### Routed metal per tile, run 1

(6 px per um) 11 x 11 tiles, from dark purple (low) to yellow (high), scaled to the fullest tile. Values are wire area over tile area, all layers added.
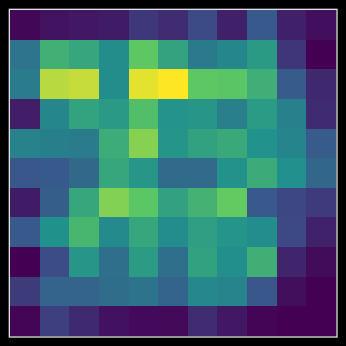
### Sequential cells coloured by netlist name, run 1

(6 px per um) Other sequential cells in the stronger grey, the rest of the logic in the fainter grey.
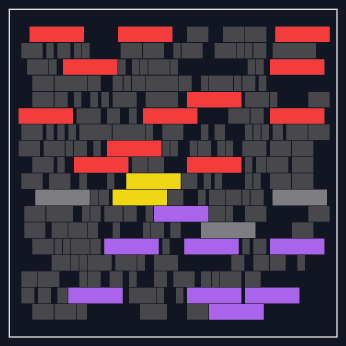
### PDN straps and rails, run 1

(8 px per um) Pins as bars on the die edge.
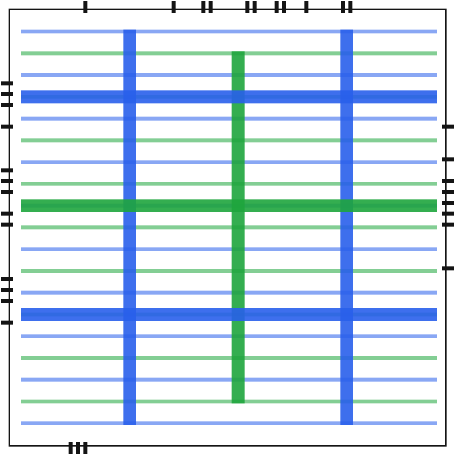
$ cat src/rtl/rotate_unit_pkg.sv
// Shared definitions for the rotate unit: OPBITS field positions, FSM state
// encoding, step-count constants and the op decoder.
package rotate_unit_pkg;

  // Bit positions of the raw IR bits inside OPBITS = {RAR, RAL, TWO}.
  localparam int unsigned OpbitRar = 2;
  localparam int unsigned OpbitRal = 1;
  localparam int unsigned OpbitTwo = 0;

  // Step counter width; comfortably covers BSW_STEPS for any sane WIDTH.
  localparam int unsigned CntW = 8;

  localparam logic [CntW-1:0] StepsNone = '0;
  localparam logic [CntW-1:0] StepsOne  = CntW'(1);
  localparam logic [CntW-1:0] StepsTwo  = CntW'(2);

  typedef enum logic [1:0] {
    StIdle,
    StShift,
    StFinish
  } state_e;

  // Everything the datapath needs to know about an accepted op.
  typedef struct packed {
    logic            left;
    logic            include_link;
    logic [CntW-1:0] steps;
  } op_cfg_t;

  // Anything not listed is a pass-through (zero steps).
  function automatic op_cfg_t decode_op(input logic [2:0]      opbits,
                                        input logic [CntW-1:0] bsw_steps);
    op_cfg_t cfg;
    cfg.left         = 1'b0;
    cfg.include_link = 1'b1;
    cfg.steps        = StepsNone;
    case ({opbits[OpbitRar], opbits[OpbitRal], opbits[OpbitTwo]})
      3'b100: cfg.steps = StepsOne;
      3'b010: begin
        cfg.left  = 1'b1;
        cfg.steps = StepsOne;
      end
      3'b101: cfg.steps = StepsTwo;
      3'b011: begin
        cfg.left  = 1'b1;
        cfg.steps = StepsTwo;
      end
      3'b001: begin
        // BSW: swap AC halves by rotating AC alone, link untouched.
        cfg.left         = 1'b1;
        cfg.include_link = 1'b0;
        cfg.steps        = bsw_steps;
      end
      default: cfg.steps = StepsNone;
    endcase
    return cfg;
  endfunction

endpackage

$ cat src/rtl/rotate_unit_if.sv
// Sequencer <-> rotator link.
// master: sequencer side (drives START, OPBITS, AC_IN, LINK_IN).
// slave : rotator side (drives AC_OUT, LINK_OUT, BUSY, DONE, LINK_CK).
interface rotate_unit_if #(
  parameter int unsigned WIDTH = 12
);
  logic             START;
  logic [2:0]       OPBITS;
  logic [WIDTH-1:0] AC_IN;
  logic             LINK_IN;
  logic [WIDTH-1:0] AC_OUT;
  logic             LINK_OUT;
  logic             BUSY;
  logic             DONE;
  logic             LINK_CK;

  modport master (
    output START, OPBITS, AC_IN, LINK_IN,
    input  AC_OUT, LINK_OUT, BUSY, DONE, LINK_CK
  );

  modport slave (
    input  START, OPBITS, AC_IN, LINK_IN,
    output AC_OUT, LINK_OUT, BUSY, DONE, LINK_CK
  );
endinterface

$ cat src/rtl/rotate_unit_step.sv
// One combinational rotation step of {link, ac}.
// Ports: link/ac     current value
//        dir         1 = rotate left, 0 = rotate right
//        include_link 1 = 13-bit rotate through link, 0 = AC-only rotate
//        link_next/ac_next  value after the step
module rotate_unit_step #(
  parameter int unsigned WIDTH = 12
) (
  input  logic             link,
  input  logic [WIDTH-1:0] ac,
  input  logic             dir,
  input  logic             include_link,
  output logic             link_next,
  output logic [WIDTH-1:0] ac_next
);

  always_comb begin
    link_next = link;
    ac_next   = ac;
    if (dir) begin
      if (include_link) begin
        {link_next, ac_next} = {ac, link};
      end else begin
        ac_next = {ac[WIDTH-2:0], ac[WIDTH-1]};
      end
    end else begin
      if (include_link) begin
        {link_next, ac_next} = {ac[0], link, ac[WIDTH-1:1]};
      end else begin
        ac_next = {ac[0], ac[WIDTH-1:1]};
      end
    end
  end

endmodule

$ cat src/rtl/rotate_unit.sv
// Sequential rotator for RAR/RAL/RTR/RTL/BSW, one bit position per SYSCLK.
// Ports: SYSCLK  system clock
//        CLEAR   asynchronous active-high reset
//        bus     slave side of rotate_unit_if (START/OPBITS/AC_IN/LINK_IN in,
//                AC_OUT/LINK_OUT/BUSY/DONE/LINK_CK out)
module rotate_unit
  import rotate_unit_pkg::*;
#(
  parameter int unsigned WIDTH     = 12,
  parameter int unsigned BSW_STEPS = WIDTH / 2
) (
  input logic         SYSCLK,
  input logic         CLEAR,
  rotate_unit_if.slave bus
);

  state_e           state_q, state_d;
  logic [CntW-1:0]  cnt_q, cnt_d;
  logic             left_q, left_d;
  logic             incl_q, incl_d;
  logic [WIDTH-1:0] ac_q, ac_d;
  logic             link_q, link_d;

  logic [WIDTH-1:0] step_ac;
  logic             step_link;
  op_cfg_t          cfg;

  rotate_unit_step #(
    .WIDTH(WIDTH)
  ) u_step (
    .link         (link_q),
    .ac           (ac_q),
    .dir          (left_q),
    .include_link (incl_q),
    .link_next    (step_link),
    .ac_next      (step_ac)
  );

  always_comb begin
    state_d = state_q;
    cnt_d   = cnt_q;
    left_d  = left_q;
    incl_d  = incl_q;
    ac_d    = ac_q;
    link_d  = link_q;
    cfg     = decode_op(bus.OPBITS, CntW'(BSW_STEPS));
    unique case (state_q)
      StIdle: begin
        if (bus.START) begin
          ac_d    = bus.AC_IN;
          link_d  = bus.LINK_IN;
          left_d  = cfg.left;
          incl_d  = cfg.include_link;
          cnt_d   = cfg.steps;
          state_d = (cfg.steps != StepsNone) ? StShift : StFinish;
        end
      end
      StShift: begin
        ac_d   = step_ac;
        link_d = step_link;
        cnt_d  = cnt_q - StepsOne;
        if (cnt_q == StepsOne) begin
          state_d = StFinish;
        end
      end
      StFinish: state_d = StIdle;
      default:  state_d = StIdle;
    endcase
  end

  always_ff @(posedge SYSCLK or posedge CLEAR) begin
    if (CLEAR) begin
      state_q <= StIdle;
      cnt_q   <= '0;
      left_q  <= 1'b0;
      incl_q  <= 1'b0;
      ac_q    <= '0;
      link_q  <= 1'b0;
    end else begin
      state_q <= state_d;
      cnt_q   <= cnt_d;
      left_q  <= left_d;
      incl_q  <= incl_d;
      ac_q    <= ac_d;
      link_q  <= link_d;
    end
  end

  assign bus.AC_OUT   = ac_q;
  assign bus.LINK_OUT = link_q;
  assign bus.BUSY     = (state_q != StIdle);
  assign bus.DONE     = (state_q == StFinish);
  assign bus.LINK_CK  = (state_q == StFinish);

endmodule

$ cat src/flat_wrapper.sv
// flat-port wrapper written by rule: the top's interface ports become plain ports
module rotate_unit_flat import rotate_unit_pkg::*;
#(
  parameter int unsigned WIDTH     = 12,
  parameter int unsigned BSW_STEPS = WIDTH / 2
)
  (SYSCLK, CLEAR, bus_START, bus_OPBITS, bus_AC_IN, bus_LINK_IN, bus_AC_OUT, bus_LINK_OUT, bus_BUSY, bus_DONE, bus_LINK_CK);
  rotate_unit_if #(.WIDTH(WIDTH)) bus_i ();
  input logic SYSCLK;
  input logic CLEAR;
  input wire logic [$bits(bus_i.START)-1:0] bus_START;
  input wire logic [$bits(bus_i.OPBITS)-1:0] bus_OPBITS;
  input wire logic [$bits(bus_i.AC_IN)-1:0] bus_AC_IN;
  input wire logic [$bits(bus_i.LINK_IN)-1:0] bus_LINK_IN;
  output wire logic [$bits(bus_i.AC_OUT)-1:0] bus_AC_OUT;
  output wire logic [$bits(bus_i.LINK_OUT)-1:0] bus_LINK_OUT;
  output wire logic [$bits(bus_i.BUSY)-1:0] bus_BUSY;
  output wire logic [$bits(bus_i.DONE)-1:0] bus_DONE;
  output wire logic [$bits(bus_i.LINK_CK)-1:0] bus_LINK_CK;
  assign bus_i.START = bus_START;
  assign bus_i.OPBITS = bus_OPBITS;
  assign bus_i.AC_IN = bus_AC_IN;
  assign bus_i.LINK_IN = bus_LINK_IN;
  assign bus_AC_OUT = bus_i.AC_OUT;
  assign bus_LINK_OUT = bus_i.LINK_OUT;
  assign bus_BUSY = bus_i.BUSY;
  assign bus_DONE = bus_i.DONE;
  assign bus_LINK_CK = bus_i.LINK_CK;
  rotate_unit #(.WIDTH(WIDTH), .BSW_STEPS(BSW_STEPS)) u_core (.SYSCLK(SYSCLK), .CLEAR(CLEAR), .bus(bus_i));
endmodule
$ cat config.mk
export PLATFORM = sky130hd
export DESIGN_NAME = rotate_unit_flat
export DESIGN_NICKNAME = d
export VERILOG_FILES = /design/src/rtl/rotate_unit_pkg.sv /design/src/rtl/rotate_unit_if.sv /design/src/rtl/rotate_unit_step.sv /design/src/rtl/rotate_unit.sv /design/src/flat_wrapper.sv
export SDC_FILE = /design/constraint.sdc
export NUM_CORES = 1
export LEC_CHECK = 0
export ABC_AREA = 0
export CORE_UTILIZATION = 53
export CTS_CLUSTER_DIAMETER = 30
export CTS_CLUSTER_SIZE = 10
export DETAILED_ROUTE_END_ITERATION = 10
export GPL_ROUTABILITY_DRIVEN = 0
export GPL_TIMING_DRIVEN = 0
export PLACE_DENSITY_LB_ADDON = 0.08
export SLEW_MARGIN = 20
export SYNTH_ARGS = -nofsm -noshare
export SYNTH_HDL_FRONTEND = slang
export SYNTH_HIERARCHICAL = 1
export SYNTH_SLANG_ARGS = --single-unit
$ cat constraint.sdc
create_clock -name SYSCLK -period 3.85 [get_ports SYSCLK]
set_input_delay 0.5775 -clock SYSCLK [delete_from_list [all_inputs] [get_ports SYSCLK]]
set_output_delay 0.5775 -clock SYSCLK [all_outputs]
set_load 0.05 [all_outputs]
==> results.txt, run 1 <==
run results: clk_skew 0.00377 ns, fin. max-slew vios 0, Num CTS Buffers 3, DP HPWL 2500 um, Avg WL per Cell 15.3 um, Hold EP u_core/cnt_q[7]$_DFFE_PP0P_, worst hold path class flop to flop, Worst Setup SP u_core/state_q[0]$_DFFE_PP0P_, Top logic family simple AND/OR/NAND/NOR gates, clk ins delay skew pair 0.31 ns, nets 220, setup bufs post-CTS 0, YS warnings 6, Levels on crit path 4, R2R depth 6, CP Launch Type flop, Worst path max stage delay 0.79 ns, largest net degree at the start of global routing 26, # diodes 0, area grow syn2layout 27.9%, Leak 0.793 nW, initial antenna violation count 0, Cell Type Count 35, Final Hold Viols 0, Core Rows 18, status complete, no violations, Worst-path clk slew 0.15 ns, clock sink total 25, Placed Cells 224, max cap viols 0, Placed Instance Area 1830 sq um, Mux area share 0.132, Peak Freq 0.389 GHz, DR top layer met4, syn_area_per_cell 9.09 sq um, post-synthesis sequential area ratio 0.430, min setup slack post-route 1.28 ns, # setup viols final 0, Port Buffer Count 34, ratio of cells with drive above 1 in the final layout 0.101, drt drc 0, Max-slew headroom 0.387, Synth Area in XOR/XNOR 0.00602, Hold Crit Depth 1, Global Route Usage Sum 0.266, CTS tree yes, met1 WL 1580 um, Setup crit end bus_LINK_CK, flop-to-flop setup slack 1.92 ns, min Tclk post-route 2.57 ns, worst slew pin tran 0.913 ns, initial DRC count 44, post-place setup slack 1.42 ns, Hold Startpoint u_core/cnt_q[7]$_DFFE_PP0P_, ys flops 25, Util after Layout 0.731, RSZ-0062 raised after global routing no, crit path max-delay cell type clkdlybuf4s50_1, Worst Path Buf+Inv 3, syn nets 181, met3 Usage GRT 0.0389, Ports 35, Setup TNS 0 ns, PwrDens 972 nW/um^2, WP data arrival 1.99 ns, root cell of the clock tree clkbuf_4, Core Area 2540 sq um, total die area 2960 sq um, gate count of the mapped netlist 160, Total Wirelength 3480 um, Top cells excl fill/tap clkdlybuf4s50_1 (34), nand2_1 (32), dfrtp_1 (25), CP Data Required Time 3.27 ns, post-route ant nets 0, total congestion overflow 0, Mapped Area 1450 sq um, Tot Pwr 1.81 mW, CTS Buffer Depth 2, TritonRoute pass-1 iters 4, Crit Path Class flop to output port, met1 Usage GRT 0.366, launching point of the worst reg2reg path u_core/state_q[0]$_DFFE_PP0P_, CP max FO 9, met3 routed WL 212 um, Yosys Chip Area 1450 sq um, DR vias 1,315, number of global-route vias before repair 1,240, ys cells 160, vias per cell 5.77, met2 routed WL 1640 um, Design Area, Final 1860 sq um, met2 global-route usage 0.427, post-cts resize count 0, Top cell excl fill/tap clkdlybuf4s50_1, maximum VDD drop 744 uV, H-tree Lvls 1, Crit. End Element output port, Reg-to-Reg End u_core/bus.AC_OUT[5]$_DFFE_PP0P_
Notes on 'Routed metal per tile' above:
fullest tile	0.49
nearly empty tiles	6.6%
emptiest ninth of the die	south-east

Notes on 'Sequential cells coloured by netlist name' above:
signal	colour	sequential cells
u_core/bus.AC_OUT	red	12
u_core/cnt_q	purple	8
u_core/state_q	yellow	2
not coloured	3

Notes on 'PDN straps and rails' above:
net	colour
VDD	green
VSS	blue
signal pins	35
met5 straps	3

[run 1: state kept, by name, indices dropped and copies added (netlist names)]
register	cells
u_core/incl_q	1
u_core/cnt_q	8
u_core/state_q	2
u_core/bus.LINK_OUT	1
u_core/bus.AC_OUT	12
u_core/left_q	1
[run 1: power by group]
part           internal [mW]  switching, mW  total [mW]  leakage [nW]
clock                 0.0388         0.0818       0.121        0.0177
sequential             0.390          0.133       0.523         0.294
combinational          0.479          0.684        1.16         0.481
[run 1: cell type report]
cell class	instances	area, sq um
well taps	30	37.5
plain buffers	12	72.6
flip-flops and latches	25	626
fillers	211	686
repair buffers	34	340
clock buffers	3	22.5
clock inverters	1	5.00
inverters	6	22.5
multi-input cells	117	733
[run 1: cells in the mapped netlist]
cell	number	area, sq um
mux2_4	5	75.1
nor2b_1	2	12.5
o21a_1	1	7.51
nand2b_1	1	6.26
nor3_1	3	15.0
buf_12	1	20.0
a21oi_1	3	15.0
o21ai_0	3	15.0
mux2i_1	6	60.1
clkbuf_1	9	33.8
dfrtp_1	25	626
inv_1	6	22.5
or3_1	1	6.26
buf_6	1	11.3
nand3_1	2	10.0
a31oi_1	13	81.3
or2_2	1	6.26
a41oi_1	1	8.76
nor2_1	19	71.3
a22o_1	1	8.76
ha_1	2	25.0
or3b_2	1	8.76
nand4bb_1	1	11.3
mux2_2	5	56.3
or4_1	1	7.51
o31ai_1	3	22.5
or4b_1	1	10.0
nor3b_2	1	12.5
nand2_1	32	120
o211ai_1	3	22.5
buf_4	1	7.51
a311o_1	1	10.0
o22ai_1	1	6.26
nor4_1	2	12.5
xnor2_1	1	8.76
### Sizing map, run 1

(4 px per um)
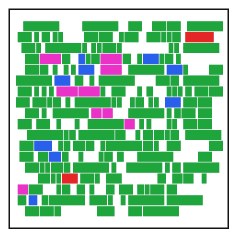

==> run 2, diff against run 1 <==
--- a/config.mk
+++ b/config.mk
@@ -6,7 +6,7 @@
 export NUM_CORES = 1
 export LEC_CHECK = 0
 export ABC_AREA = 0
-export CORE_UTILIZATION = 53
+export CORE_UTILIZATION = 44
 export CTS_CLUSTER_DIAMETER = 30
 export CTS_CLUSTER_SIZE = 10
 export DETAILED_ROUTE_END_ITERATION = 10
==> constraint.sdc (replaced) <==
create_clock -name SYSCLK -period 2.32 [get_ports SYSCLK]
set_input_delay 0.348 -clock SYSCLK [delete_from_list [all_inputs] [get_ports SYSCLK]]
set_output_delay 0.348 -clock SYSCLK [all_outputs]
set_load 0.05 [all_outputs]
### Sizing map, run 2

(4 px per um)
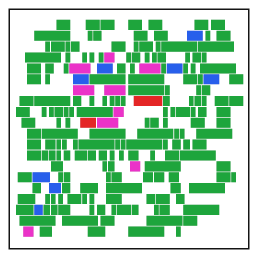
size	colour	cells	share
_3 and _4 cells	magenta	9	4.5%
_6 and larger	red	2	1.0%
_2 cells	blue	8	4.0%
_0 and _1 cells	green	179	90%

### PDN straps and rails, run 2

(8 px per um) Pins as bars on the die edge.
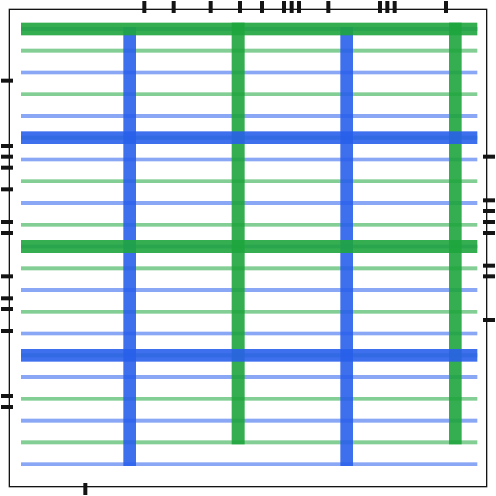
net	colour
VSS	blue
VDD	green
signal pins	35
met5 straps	4
met1 rails	21
met4 straps	4

==> run 2 against run 1 <==
Worst hold slack got worse by 0.096 ns; setup slack worse by 1.0 ns; largest cell class unchanged; synthesized cell count did not move; wire length down 1.1%; synthesized area unchanged; design area increased by 1.1%; total power grew 65%; global-route usage shrank 5.5 points.
==> results.txt, run 2 <==
run results: Crit. End Element output port, Placed Cells 238 (+6.3%), non-filler cells, final 242, Placed Instance Area 1850 sq um (+0.96%), syn_area_per_cell 9.09 sq um (unchanged), worst slew pin tran 0.905 ns (-0.00821 ns), Ports 35 (unchanged), initial DRC count 54 (+23%), GRT Max-Usage Layer met2, H-tree Lvls 1 (unchanged), main area contributors after synthesis dfrtp_1 (43%), nand2_1 (8.3%), a31oi_1 (5.6%), mux2_4 (5.2%), nor2_1 (4.9%), largest net degree at the start of global routing 26 (unchanged), met3 Usage GRT 0.0349 (-0.00395), CTS Buffer Depth 2 (unchanged), worst hold path class input port to async pin, number of global-route vias before repair 1,207 (-2.7%), Mapped Area 1450 sq um (unchanged), ys flops 25 (unchanged), launching point of the worst reg2reg path u_core/state_q[0]$_DFFE_PP0P_, max cap viols 0 (unchanged), area grow syn2layout 29.3%, ys cells 160 (unchanged), CP Launch Type flop, post-route ant nets 0 (unchanged), Tot Pwr 2.99 mW (+65%), WP data arrival 1.73 ns (-0.26 ns), syn nets 181 (unchanged), EDFF count, synth 0 (unchanged), Setup TNS 0 ns (unchanged), post-synthesis sequential area ratio 0.430 (unchanged), fraction of registers with async set or reset after synthesis 1.00 (unchanged), fin. max-slew vios 0 (unchanged), gate count of the mapped netlist 160 (unchanged), max reg flops 12 (unchanged), root cell of the clock tree clkbuf_4, min setup slack post-route 0.243 ns (-1.04 ns), Worst Setup SP u_core/state_q[0]$_DFFE_PP0P_, clk ins delay skew pair 0.32 ns (about the same), drt drc 0 (unchanged), maximum VDD drop 765 uV (+2.8%), top-count cell post-synth nand2_1, most frequent cells after synthesis nand2_1 (32), dfrtp_1 (25), nor2_1 (19), clock sink total 25 (unchanged), Top cells excl fill/tap nand2_1 (32), clkdlybuf4s50_1 (31), dfrtp_1 (25), simple-gate area share of the yosys netlist 0.213, CP Data Required Time 1.97 ns (-1.30 ns), Mux area share 0.132 (unchanged), Util after Layout 0.606 (-0.125), Cell Type Count 35 (unchanged), Peak Freq 0.481 GHz, Global Route Usage Sum 0.211 (-0.0548), Num CTS Buffers 3 (unchanged), YS warnings 6 (unchanged), Die X 59.5 um, TritonRoute pass-1 iters 4 (unchanged), # setup viols final 0 (unchanged), Hold WS 0.403 ns, Avg WL per Cell 14.2 um (-6.8%), Top logic family simple AND/OR/NAND/NOR gates, Top cell excl fill/tap nand2_1, Worst-path clk slew 0.14 ns (about the same), DP HPWL 2440 um (-2.4%), status complete, no violations, post-place setup slack 0.146 ns (-1.28 ns), DR vias 1,311 (-0.30%), CP max FO 9 (unchanged), nets 220 (unchanged), yosys aoi share 0.136, starting density of the core 0.469, ys flop type dfrtp_1, Port Buffer Count 34 (unchanged), Yosys top cell area share 0.430 (unchanged), Total Wirelength 3450 um (-1.1%), Design Area, Final 1880 sq um (+1.1%), Synth Area in XOR/XNOR 0.00602 (unchanged), met2 global-route usage 0.321 (-0.106), Crit Path Class flop to output port, PwrDens 1590 nW/um^2 (+64%), Yosys Chip Area 1450 sq um (unchanged), CTS tree yes, Core Rows 20 (+2), clk_skew 0.00363 ns (-0.000143 ns), vias per cell 5.42 (-6.1%), Max-slew headroom 0.393 (+0.00551), final worst path period share 0.895, FA/HA/MAJ Cells, Area Fraction 0.0172, # diodes 0 (unchanged), Final Hold Viols 0 (unchanged), total die area 3540 sq um (+20%), min Tclk post-route 2.08 ns, ratio of cells with drive above 1 in the final layout 0.0960 (-0.00505), Leak 0.821 nW (+3.5%), first-pass GRT wire length 5610 um, met1 Usage GRT 0.298 (-0.0682), cell type with the largest total area dfrtp_1, RSZ-0062 raised after global routing no, total congestion overflow 0 (unchanged), initial antenna violation count 0 (unchanged), Core Area 3100 sq um (+22%), setup bufs post-CTS 0 (unchanged), Log Warnings 27
==> run 2: per-layer routing <==
metal  routed length, um  share of wire
met5                   0              0
met3                 132          0.038
met2                1570           0.46
met4                  17         0.0049
met1                1720           0.50
==> run 2: timing repair <==
action                     in CTS  in global routing
gates resized                   1                  2
cloned                          0                  0
setup endpoints to repair       1                  2
==> run 2: cell type report <==
class	count	area, sq um
inverter	6	22.5
tap	44	55.1
buffer	12	72.6
fill	295	1220
timing repair buffer	34	344
sequential	25	626
multi-input combinational	117	733
clock buffer	4	26.3
==> run 2: path summary, 6_finish.rpt <==
check / endpoint / slack [ns] / cells after the start
max in group asynchronous: u_core/cnt_q[3]$_DFFE_PP0P_ / 1.50 / 2
hold / removal: u_core/bus.AC_OUT[1]$_DFFE_PP0P_ / 0.40 / 2
min in group SYSCLK: u_core/cnt_q[6]$_DFFE_PP0P_ / 0.50 / 1
hold reg to reg: u_core/cnt_q[6]$_DFFE_PP0P_ / 0.50 / 1
setup / recovery: bus_LINK_CK / 0.24 / 4
setup reg to reg: u_core/bus.AC_OUT[1]$_DFFE_PP0P_ / 0.37 / 5
==> run 2: kinds of logic (layout without fill, tap and decap cells) <==
group	count (synthesis)	after routing
AND/OR/NAND/NOR	68	68
AND-OR/OR-AND	30	30
flip-flops	25	25
buffers and inverters	18	56
multiplexers	16	16
adder cells (fa/ha/maj)	2	2
XOR/XNOR	1	1
==> run 2: power by group <==
group          switching (mW)  internal, mW
combinational            1.13         0.791
clock                   0.129        0.0672
sequential              0.222         0.647
total                    1.48          1.51
==> run 2: critical path, cell delays in order (launching register included) <==
cell,delay [ns]
dfrtp_1,0.39
clkbuf_1,0.19
nor2b_1,0.20
buf_4,0.12
dlygate4sd2_1,0.51
==> run 3, diff against run 2 <==
--- a/config.mk
+++ b/config.mk
@@ -10,7 +10,7 @@
 export CTS_CLUSTER_DIAMETER = 30
 export CTS_CLUSTER_SIZE = 10
 export DETAILED_ROUTE_END_ITERATION = 10
-export GPL_ROUTABILITY_DRIVEN = 0
+export GPL_ROUTABILITY_DRIVEN = 1
 export GPL_TIMING_DRIVEN = 0
 export PLACE_DENSITY_LB_ADDON = 0.08
 export SLEW_MARGIN = 20
### PDN straps and rails, run 3

(8 px per um) Pins as bars on the die edge.
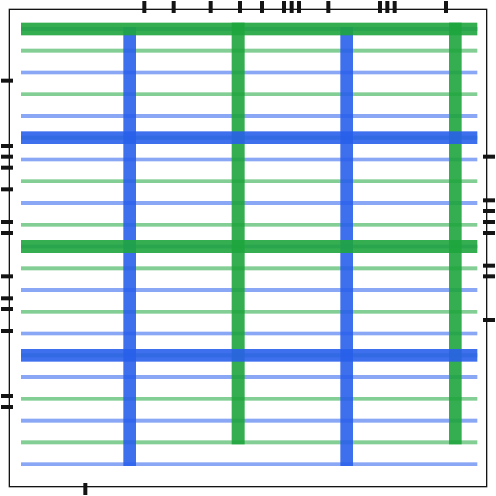
net	colour
VDD	green
VSS	blue
met4 straps	4
met1 rails	21
rows	20

### Routed metal per tile, run 3

(6 px per um) 12 x 12 tiles, from dark purple (low) to yellow (high), scaled to the fullest tile. Values are wire area over tile area, all layers added.
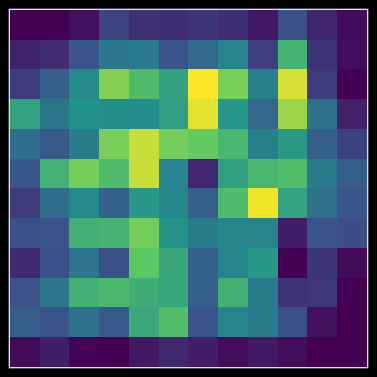
nearly empty tiles	6.9%
mean over tiles	0.15
densest ninth of the die	centre
emptiest ninth of the die	south-east

==> run 3 against run 2 <==
Setup slack stayed put; utilization stayed put; first-iteration DRC count stayed put; cell count stayed put; via count stayed put; global-route usage stayed put; clock power hardly changed; design area stayed put.
==> results.txt, run 3 <==
run results: cell type with the largest total area dfrtp_1, Core Rows 20 (unchanged), post-cts resize count 1 (unchanged), Util after Layout 0.606 (unchanged), clock sink total 25 (unchanged), vias per cell 5.42 (unchanged), DP HPWL 2440 um (unchanged), Yosys top cell area share 0.430 (unchanged), launching point of the worst reg2reg path u_core/state_q[0]$_DFFE_PP0P_, setup bufs post-CTS 0 (unchanged), ys flop type dfrtp_1, nets 220 (unchanged), EDFF count, synth 0 (unchanged), main area contributors after synthesis dfrtp_1 (43%), nand2_1 (8.3%), a31oi_1 (5.6%), mux2_4 (5.2%), nor2_1 (4.9%), Reg-to-Reg End u_core/bus.AC_OUT[1]$_DFFE_PP0P_, Core Area 3100 sq um (unchanged), CP max FO 9 (unchanged), total die area 3540 sq um (unchanged), flop-to-flop setup slack 0.37 ns (about the same), fin. max-slew vios 0 (unchanged), Avg WL per Cell 14.2 um (unchanged), CP Launch Type flop, non-filler cells, final 242 (unchanged), first-pass GRT wire length 5610 um (unchanged), Tot Pwr 2.99 mW (unchanged), H-tree Lvls 1 (unchanged), largest net degree at the start of global routing 26 (unchanged), Crit. End Element output port, Final Hold Viols 0 (unchanged), number of global-route vias before repair 1,207 (unchanged), Cell Type Count 35 (unchanged), Placed Cells 238 (unchanged), clk ins delay skew pair 0.32 ns (about the same), top-count cell post-synth nand2_1, Ports 35 (unchanged), Max-slew headroom 0.393 (unchanged), ys cells 160 (unchanged), status complete, no violations, initial DRC count 54 (unchanged), Hold WS 0.403 ns (unchanged), fraction of registers with async set or reset after synthesis 1.00 (unchanged), R2R depth 5 (unchanged), post-route ant nets 0 (unchanged), Top cells excl fill/tap nand2_1 (32), clkdlybuf4s50_1 (31), dfrtp_1 (25), Placed Instance Area 1850 sq um (unchanged), Die X 59.5 um (unchanged), starting density of the core 0.469 (unchanged), Setup TNS 0 ns (unchanged), Global Route Usage Sum 0.211 (unchanged), ys flops 25 (unchanged), YS warnings 6 (unchanged), Worst-path clk slew 0.14 ns (about the same), clk_skew 0.00363 ns (unchanged), initial antenna violation count 0 (unchanged), syn_area_per_cell 9.09 sq um (unchanged), Top cell excl fill/tap nand2_1, Crit Path Class flop to output port, max cap viols 0 (unchanged), Log Warnings 27 (unchanged), # diodes 0 (unchanged), worst slew pin tran 0.905 ns (unchanged), RSZ-0062 raised after global routing no, CTS tree yes, Total Wirelength 3450 um (unchanged), Num CTS Buffers 3 (unchanged), Port Buffer Count 34 (unchanged), Leak 0.821 nW (unchanged), Yosys Chip Area 1450 sq um (unchanged), final worst path period share 0.895 (unchanged), maximum VDD drop 765 uV (unchanged), post-synthesis sequential area ratio 0.430 (unchanged), ratio of cells with drive above 1 in the final layout 0.0960 (unchanged), max reg flops 12 (unchanged), syn nets 181 (unchanged), total congestion overflow 0 (unchanged), drt drc 0 (unchanged), gate count of the mapped netlist 160 (unchanged), # setup viols final 0 (unchanged), PwrDens 1590 nW/um^2 (unchanged), area grow syn2layout 29.3% (unchanged), TritonRoute pass-1 iters 4 (unchanged), CP Data Required Time 1.97 ns (about the same), Peak Freq 0.481 GHz (unchanged)
run 3: cell counts after synthesis:
Identical to the previous run, type by type.
run 3: cells by family after synthesis:
kind of cell / after synthesis / share of synthesized area
and+or+nand+nor: 68 / 0.213
AOI/OAI and AO/OA: 30 / 0.136
DFF: 25 / 0.430
buffers and inverters: 18 / 0.0654
muxes: 16 / 0.132
adders and majority gates: 2 / 0.0172
xor gates and xnor gates: 1 / 0.00603
run 3: per-layer routing:
layer	up-vias	global-route usage	part of all wire
met1	649	0.298	0.50
met3	2	0.0349	0.038
met2	29	0.321	0.46
met5	-	0	0
li1	631	-	-
met4	0	0.0816	0.0049
run 3: critical path, cell delays in order, from the launching register on:
cell and delay, ns:
dfrtp_1 0.39, clkbuf_1 0.19, nor2b_1 0.20, buf_4 0.12
dlygate4sd2_1 0.51
run 3: power breakdown:
group          total (mW)  leakage [nW]  internal (mW)  switching [mW]
clock               0.197        0.0150         0.0672           0.129
sequential          0.869         0.294          0.647           0.222
combinational        1.92         0.511          0.791            1.13
run 3: how the worst max path moves through the flow:
stage,startpoint,to,slack (ns),cells after the start
floorplan,u_core/state_q[0]$_DFFE_PP0P_,bus_LINK_CK,0.38,3
global placement,bus_START,u_core/bus.AC_OUT[9]$_DFFE_PP0P_,0.20,5
detailed placement,bus_START,u_core/bus.AC_OUT[1]$_DFFE_PP0P_,0.15,5
CTS,u_core/state_q[0]$_DFFE_PP0P_,bus_BUSY,0.03,3
global route,u_core/state_q[0]$_DFFE_PP0P_,bus_LINK_CK,0.12,4
finish,u_core/state_q[0]$_DFFE_PP0P_,bus_LINK_CK,0.24,4
run 3: area by class of cell:
cell class	count	area [sq um]
buffer	12	72.6
tap	44	55.1
clock buffer	4	26.3
timing repair buffer	34	344
inverter	6	22.5
multi-input combinational	117	733
sequential	25	626
fill	295	1220

## Gallery

Placement view.
image #1
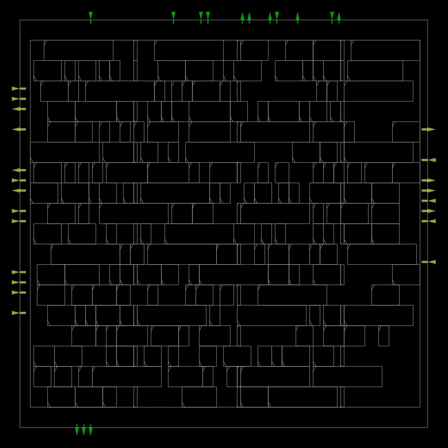
image #2
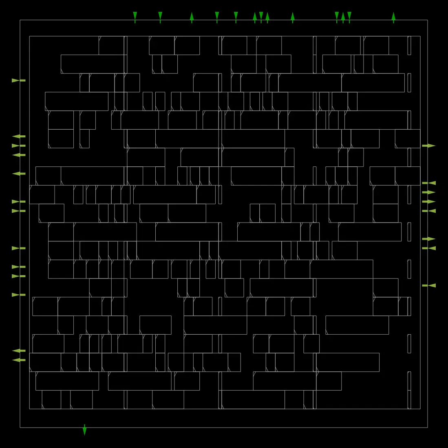
Image #2 is run 2.
Image #1 is run 1.
Of these, highest utilization: image #1

Power and IR drop assume default switching activity.
